Fig. 1: clock routing
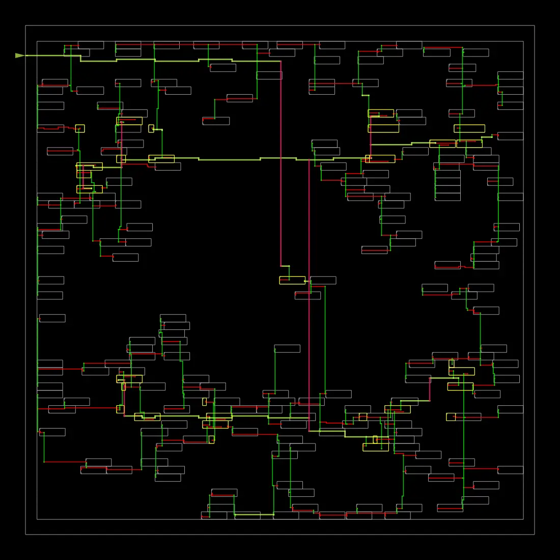
Fig. 2: register map, names as in the netlist
Scale bar: 50 um. Other sequential cells in the stronger gray, the rest of the logic in the fainter gray.
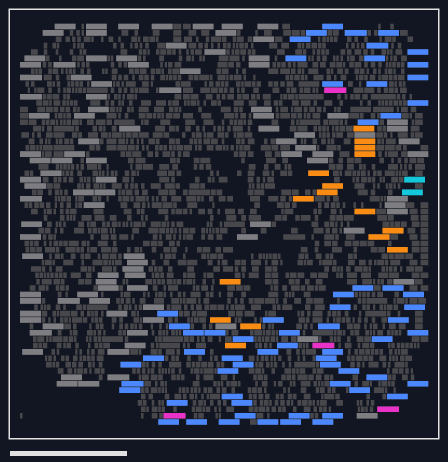
===== config.mk =====
export PLATFORM = sky130hd
export DESIGN_NAME = multi_sprite_compositor
export DESIGN_NICKNAME = d
export VERILOG_FILES = /design/src/rtl/multi_sprite_compositor.sv
export SDC_FILE = /design/constraint.sdc
export NUM_CORES = 1
export LEC_CHECK = 0
export CORE_MARGIN = 4
export CORE_UTILIZATION = 57
export CTS_CLUSTER_SIZE = 16
export DETAILED_ROUTE_END_ITERATION = 8
export PLACE_DENSITY = 0.78
export SYNTH_ARGS = -nofsm -noshare
export SYNTH_HDL_FRONTEND = slang
export SYNTH_SLANG_ARGS = --single-unit

===== constraint.sdc =====
create_clock -name i_clk -period 5.5 [get_ports i_clk]
set_input_delay 0.825 -clock i_clk [delete_from_list [all_inputs] [get_ports i_clk]]
set_output_delay 0.825 -clock i_clk [all_outputs]
set_load 0.03 [all_outputs]

===== src/rtl/multi_sprite_compositor.sv =====
// N-sprite bouncing overlay for the pixel path: two-stage pipeline returning the colour and index
// of the highest-priority opaque sprite, plus a per-frame sticky overlap flag.
module multi_sprite_compositor #(
    parameter int NUM_SPRITES = 4,
    parameter int SCALE_LOG2  = 2,
    parameter int SCREEN_W    = 1280,
    parameter int SCREEN_H    = 720,
    parameter int INIT_DX     = 256,
    parameter int INIT_DY     = 96
) (
    input  logic        i_clk,
    input  logic        i_rst,
    input  logic [15:0] i_x,
    input  logic [15:0] i_y,
    input  logic        i_de,
    input  logic        i_v_sync,
    input  logic        i_move_en,
    output logic [7:0]  o_red,
    output logic [7:0]  o_green,
    output logic [7:0]  o_blue,
    output logic        o_sprite_hit,
    output logic [2:0]  o_sprite_id,
    output logic        o_de,
    output logic        o_collision
);

    localparam int          SPAN   = 16 << SCALE_LOG2;
    localparam logic [15:0] SPAN_W = 16'(SPAN);
    localparam logic [15:0] X_MAX  = 16'(SCREEN_W - SPAN);
    localparam logic [15:0] Y_MAX  = 16'(SCREEN_H - SPAN);

    function automatic logic [1:0] bitmap_px(input logic [3:0] row, input logic [3:0] col);
        logic [1:0] px;
        px = 2'd0;
        if (row == 4'd1 && col == 4'd6) px = 2'd1;
        if (row == 4'd9 && col >= 4'd1 && col <= 4'd14) px = 2'd1;
        if (row == 4'd3 && col == 4'd5) px = 2'd2;
        return px;
    endfunction

    // Frame-start detector; armed_q suppresses a pulse from a v_sync already high at reset release.
    logic vs_prev_q, vs_prev_d, armed_q, armed_d, fs;

    logic [15:0]            x_q [NUM_SPRITES];
    logic [15:0]            x_d [NUM_SPRITES];
    logic [15:0]            y_q [NUM_SPRITES];
    logic [15:0]            y_d [NUM_SPRITES];
    logic [NUM_SPRITES-1:0] xdir_q, xdir_d, ydir_q, ydir_d, flip_q, flip_d;

    logic [15:0]            off_x [NUM_SPRITES];
    logic [15:0]            off_y [NUM_SPRITES];
    logic [NUM_SPRITES-1:0] hit_s1_q, hit_s1_d;
    logic [3:0]             col_s1_q [NUM_SPRITES];
    logic [3:0]             col_s1_d [NUM_SPRITES];
    logic [3:0]             row_s1_q [NUM_SPRITES];
    logic [3:0]             row_s1_d [NUM_SPRITES];
    logic                   de_s1_q, de_s1_d;

    logic [1:0] tex_idx [NUM_SPRITES];
    logic       win_any;
    logic [2:0] win_id;
    logic [1:0] win_idx;
    logic [3:0] n_opaque;

    logic [7:0] red_q, red_d, green_q, green_d, blue_q, blue_d;
    logic       hit_q, hit_d, de_s2_q, de_s2_d, collision_q, collision_d;
    logic [2:0] id_q, id_d;

    always_comb begin
        vs_prev_d = i_v_sync;
        armed_d   = 1'b1;
        fs        = armed_q && i_v_sync && !vs_prev_q;
    end

    // Bounce: at an edge the sprite steps back inward in the same frame it turns around.
    always_comb begin
        xdir_d = xdir_q;
        ydir_d = ydir_q;
        flip_d = flip_q;
        for (int i = 0; i < NUM_SPRITES; i++) begin
            x_d[i] = x_q[i];
            y_d[i] = y_q[i];
            if (fs && i_move_en) begin
                if (xdir_q[i]) begin
                    if (x_q[i] >= X_MAX) begin
                        x_d[i]    = X_MAX - 16'd1;
                        xdir_d[i] = 1'b0;
                        flip_d[i] = 1'b1;
                    end else begin
                        x_d[i] = x_q[i] + 16'd1;
                    end
                end else begin
                    if (x_q[i] == 16'd0) begin
                        x_d[i]    = 16'd1;
                        xdir_d[i] = 1'b1;
                        flip_d[i] = 1'b0;
                    end else begin
                        x_d[i] = x_q[i] - 16'd1;
                    end
                end
                if (ydir_q[i]) begin
                    if (y_q[i] >= Y_MAX) begin
                        y_d[i]    = Y_MAX - 16'd1;
                        ydir_d[i] = 1'b0;
                    end else begin
                        y_d[i] = y_q[i] + 16'd1;
                    end
                end else begin
                    if (y_q[i] == 16'd0) begin
                        y_d[i]    = 16'd1;
                        ydir_d[i] = 1'b1;
                    end else begin
                        y_d[i] = y_q[i] - 16'd1;
                    end
                end
            end
        end
    end

    // Stage 1: offsets wrap for pixels left/above the sprite, but the hit term masks them.
    always_comb begin
        de_s1_d  = i_de;
        hit_s1_d = '0;
        for (int i = 0; i < NUM_SPRITES; i++) begin
            off_x[i]    = i_x - x_q[i];
            off_y[i]    = i_y - y_q[i];
            hit_s1_d[i] = i_de && (i_x >= x_q[i]) && (off_x[i] < SPAN_W)
                               && (i_y >= y_q[i]) && (off_y[i] < SPAN_W);
            col_s1_d[i] = flip_q[i] ? (4'd15 - 4'(off_x[i] >> SCALE_LOG2))
                                    : 4'(off_x[i] >> SCALE_LOG2);
            row_s1_d[i] = 4'(off_y[i] >> SCALE_LOG2);
        end
    end

    // Stage 2: descending scan so the lowest opaque index is the last to claim the pixel.
    always_comb begin
        win_any  = 1'b0;
        win_id   = 3'd0;
        win_idx  = 2'd0;
        n_opaque = 4'd0;
        de_s2_d  = de_s1_q;
        for (int i = NUM_SPRITES - 1; i >= 0; i--) begin
            tex_idx[i] = bitmap_px(row_s1_q[i], col_s1_q[i]);
            if (hit_s1_q[i] && tex_idx[i] != 2'd0) begin
                win_any  = 1'b1;
                win_id   = 3'(i);
                win_idx  = tex_idx[i];
                n_opaque = n_opaque + 4'd1;
            end
        end
        red_d   = 8'h00;
        green_d = 8'h00;
        blue_d  = 8'h00;
        case (win_idx)
            2'd1:    red_d = 8'hFF;
            2'd2:    begin red_d = 8'hFF; green_d = 8'hFF; blue_d = 8'hFF; end
            2'd3:    begin red_d = 8'h21; green_d = 8'h21; blue_d = 8'hFF; end
            default: ;
        endcase
        hit_d       = win_any;
        id_d        = win_id;
        collision_d = fs ? 1'b0 : collision_q;
        if (n_opaque >= 4'd2) collision_d = 1'b1;
    end

    always_ff @(posedge i_clk or posedge i_rst) begin
        if (i_rst) begin
            vs_prev_q   <= 1'b0;
            armed_q     <= 1'b0;
            xdir_q      <= '1;
            ydir_q      <= '1;
            flip_q      <= '0;
            hit_s1_q    <= '0;
            de_s1_q     <= 1'b0;
            red_q       <= 8'h00;
            green_q     <= 8'h00;
            blue_q      <= 8'h00;
            hit_q       <= 1'b0;
            id_q        <= 3'd0;
            de_s2_q     <= 1'b0;
            collision_q <= 1'b0;
            for (int i = 0; i < NUM_SPRITES; i++) begin
                x_q[i]      <= 16'(i * INIT_DX);
                y_q[i]      <= 16'(i * INIT_DY);
                col_s1_q[i] <= 4'd0;
                row_s1_q[i] <= 4'd0;
            end
        end else begin
            vs_prev_q   <= vs_prev_d;
            armed_q     <= armed_d;
            xdir_q      <= xdir_d;
            ydir_q      <= ydir_d;
            flip_q      <= flip_d;
            hit_s1_q    <= hit_s1_d;
            de_s1_q     <= de_s1_d;
            red_q       <= red_d;
            green_q     <= green_d;
            blue_q      <= blue_d;
            hit_q       <= hit_d;
            id_q        <= id_d;
            de_s2_q     <= de_s2_d;
            collision_q <= collision_d;
            for (int i = 0; i < NUM_SPRITES; i++) begin
                x_q[i]      <= x_d[i];
                y_q[i]      <= y_d[i];
                col_s1_q[i] <= col_s1_d[i];
                row_s1_q[i] <= row_s1_d[i];
            end
        end
    end

    assign o_red        = red_q;
    assign o_green      = green_q;
    assign o_blue       = blue_q;
    assign o_sprite_hit = hit_q;
    assign o_sprite_id  = id_q;
    assign o_de         = de_s2_q;
    assign o_collision  = collision_q;

endmodule


==> results.json <==
{
  "status": "complete, no violations",
  "routedWlPerCell_um": 19.8,
  "dp_cells": 2626,
  "grt_max_degree": 71,
  "crit_fanout": 5,
  "rrSetupSlack_ns": 1.95,
  "clk_pin_slew_ns": 0.07,
  "gp_congestion": 0.970,
  "min_path_type": "flop to flop",
  "peakVddDrop_v": 0.000327,
  "num_antenna_cells": 0,
  "antenna_found_initial": 1,
  "die_w_um": 182,
  "holdPathEnd": "o_de",
  "syn_avg_cell_area_um2": 7.66,
  "rows": 63,
  "final_cell_mix": "nor2_1, nand2_1, a21oi_1",
  "grt_pass1_wl_um": 85700,
  "synthArstFlopShare": 1.00,
  "slew_viol_final": 0,
  "yosys_cells": 2265,
  "yosys-dominant-comb-family": "AND-OR/OR-AND gates",
  "ys_sh_xor": 0.0424,
  "design_area_mm2": 0.0187,
  "required_ns": 5.85,
  "rsz0062_at_grt": "false",
  "whs_ns": 0.374,
  "syn-num-nets": 2462,
  "die_area_mm2": 0.0333,
  "stdcell_count": 2658,
  "wl_um": 52600,
  "max_slew_margin": 0.195,
  "path_cells": "clkdlybuf4s50_1 > ha_1 > a21o_1 > nor2b_1 > or4_1 > or4_1 > nor4_1 > nand4_1 > nor4_1 > o2111ai_1 > a2111oi_2",
  "clock-sinks": 188,
  "reg2reg_to": "hit_s1_q[1]",
  "cp.arrival_ns": 4.27,
  "clkCellAreaFrac": 0.0305,
  "comb_area_mm2": 0.0115,
  "grt_usage": 0.313,
  "clockRootBuffer": "clkbuf_16",
  "yosysUniqueCellTypes": 80,
  "path_depth": 11,
  "dp_hpwl_um": 39900,
  "yosysTopAreaCell": "dfrtp_1",
  "syn_to_final_growth_pct": 7.65,
  "synth-adder-area-share": 0.115,
  "synth_area_mm2": 0.0174,
  "aoi_share": 0.278,
  "finalHoldViolCount": 0,
  "warnings": 47,
  "overflow": 0,
  "h-tree-depth": 4,
  "post_cts_resized": 0,
  "worstSetupEndpointType": "flop",
  "num-nonclk-buffers": 74,
  "synthSimpleGateAreaFrac": 0.215,
  "num-multi-input-gates": 1790,
  "cp_top_family": "simple AND/OR/NAND/NOR gates",
  "synth-edff-count": 0,
  "synth_flops": 188,
  "finish.net_count": 2452,
  "comb_share": 0.615,
  "p_total_uw": 5420,
  "ys.flop_type": "dfrtp_1",
  "taps": 390,
  "clockBufferDepth": 2,
  "power.density_mw_per_mm2": 290,
  "buf_share": 0.0384
}
-- Fig. 1 (at the start) --
Clock buffer cells: 22
FFs & Latches: 188
Clock Power: 1250 uW
Insertion Delay late pin: 0.46 ns

-- Fig. 2 (at the start) --
Key: x_q = blue [sequential cells 64]; col_s1_q = orange [sequential cells 16]; xdir_q = magenta [sequential cells 4]; o_sprite_id = cyan [sequential cells 2]

## metal layers
metal	part of all wire	vias to the layer above	track usage
met5	0.00034	-	0
met4	0.034	2	0.115
met3	0.075	115	0.0482
met2	0.46	806	0.505
met1	0.43	8252	0.426
li1	-	8340	-
## synthesized netlist by cell type, drive strengths merged (7+ instances only)
| library cell | count |
|---|---|
| or3 | 21 |
| o22ai | 40 |
| o32ai | 7 |
| o21a | 14 |
| o21bai | 9 |
| o211ai | 14 |
| a31oi | 39 |
| a21o | 28 |
| nand3 | 90 |
| o21ai | 229 |
| a211o | 8 |
| or2 | 16 |
| and2 | 15 |
| o221ai | 14 |
| o2111ai | 10 |
| nand2 | 186 |
| nor2 | 185 |
| o31ai | 30 |
| ha | 160 |
| inv | 184 |
| a41oi | 8 |
| nor3b | 10 |
| nand4 | 42 |
| mux2i | 13 |
| a21oi | 185 |
| o41ai | 10 |
| and3 | 21 |
| nor2b | 20 |
| dfrtp | 170 |
| a211oi | 24 |
| nor3 | 76 |
| a221oi | 19 |
| buf | 21 |
| a22oi | 11 |
| clkbuf | 82 |
| nand2b | 19 |
| xnor2 | 62 |
| a32oi | 11 |
| nand3b | 11 |
| nor4 | 33 |
| dfstp | 18 |
| xor2 | 22 |
## sequential cells by signal, indices dropped and copies added, names as in the netlist, 2 cells and up
| register | cells |
|---|---|
| xdir_q | 4 |
| o_red | 2 |
| hit_s1_q | 4 |
| o_sprite_id | 2 |
| x_q | 64 |
| flip_q | 4 |
| row_s1_q | 16 |
| col_s1_q | 16 |
| ydir_q | 4 |
| y_q | 64 |
## power by group
| part | leakage (uW) | internal [uW] | total, uW | switching [uW] |
|---|---|---|---|---|
| clock | 0.000274 | 682 | 1250 | 569 |
| sequential | 0.00225 | 1640 | 1950 | 309 |
| combinational | 0.00499 | 866 | 2220 | 1350 |
Power figures rest on the tool's default switching activity, not on a simulated workload.
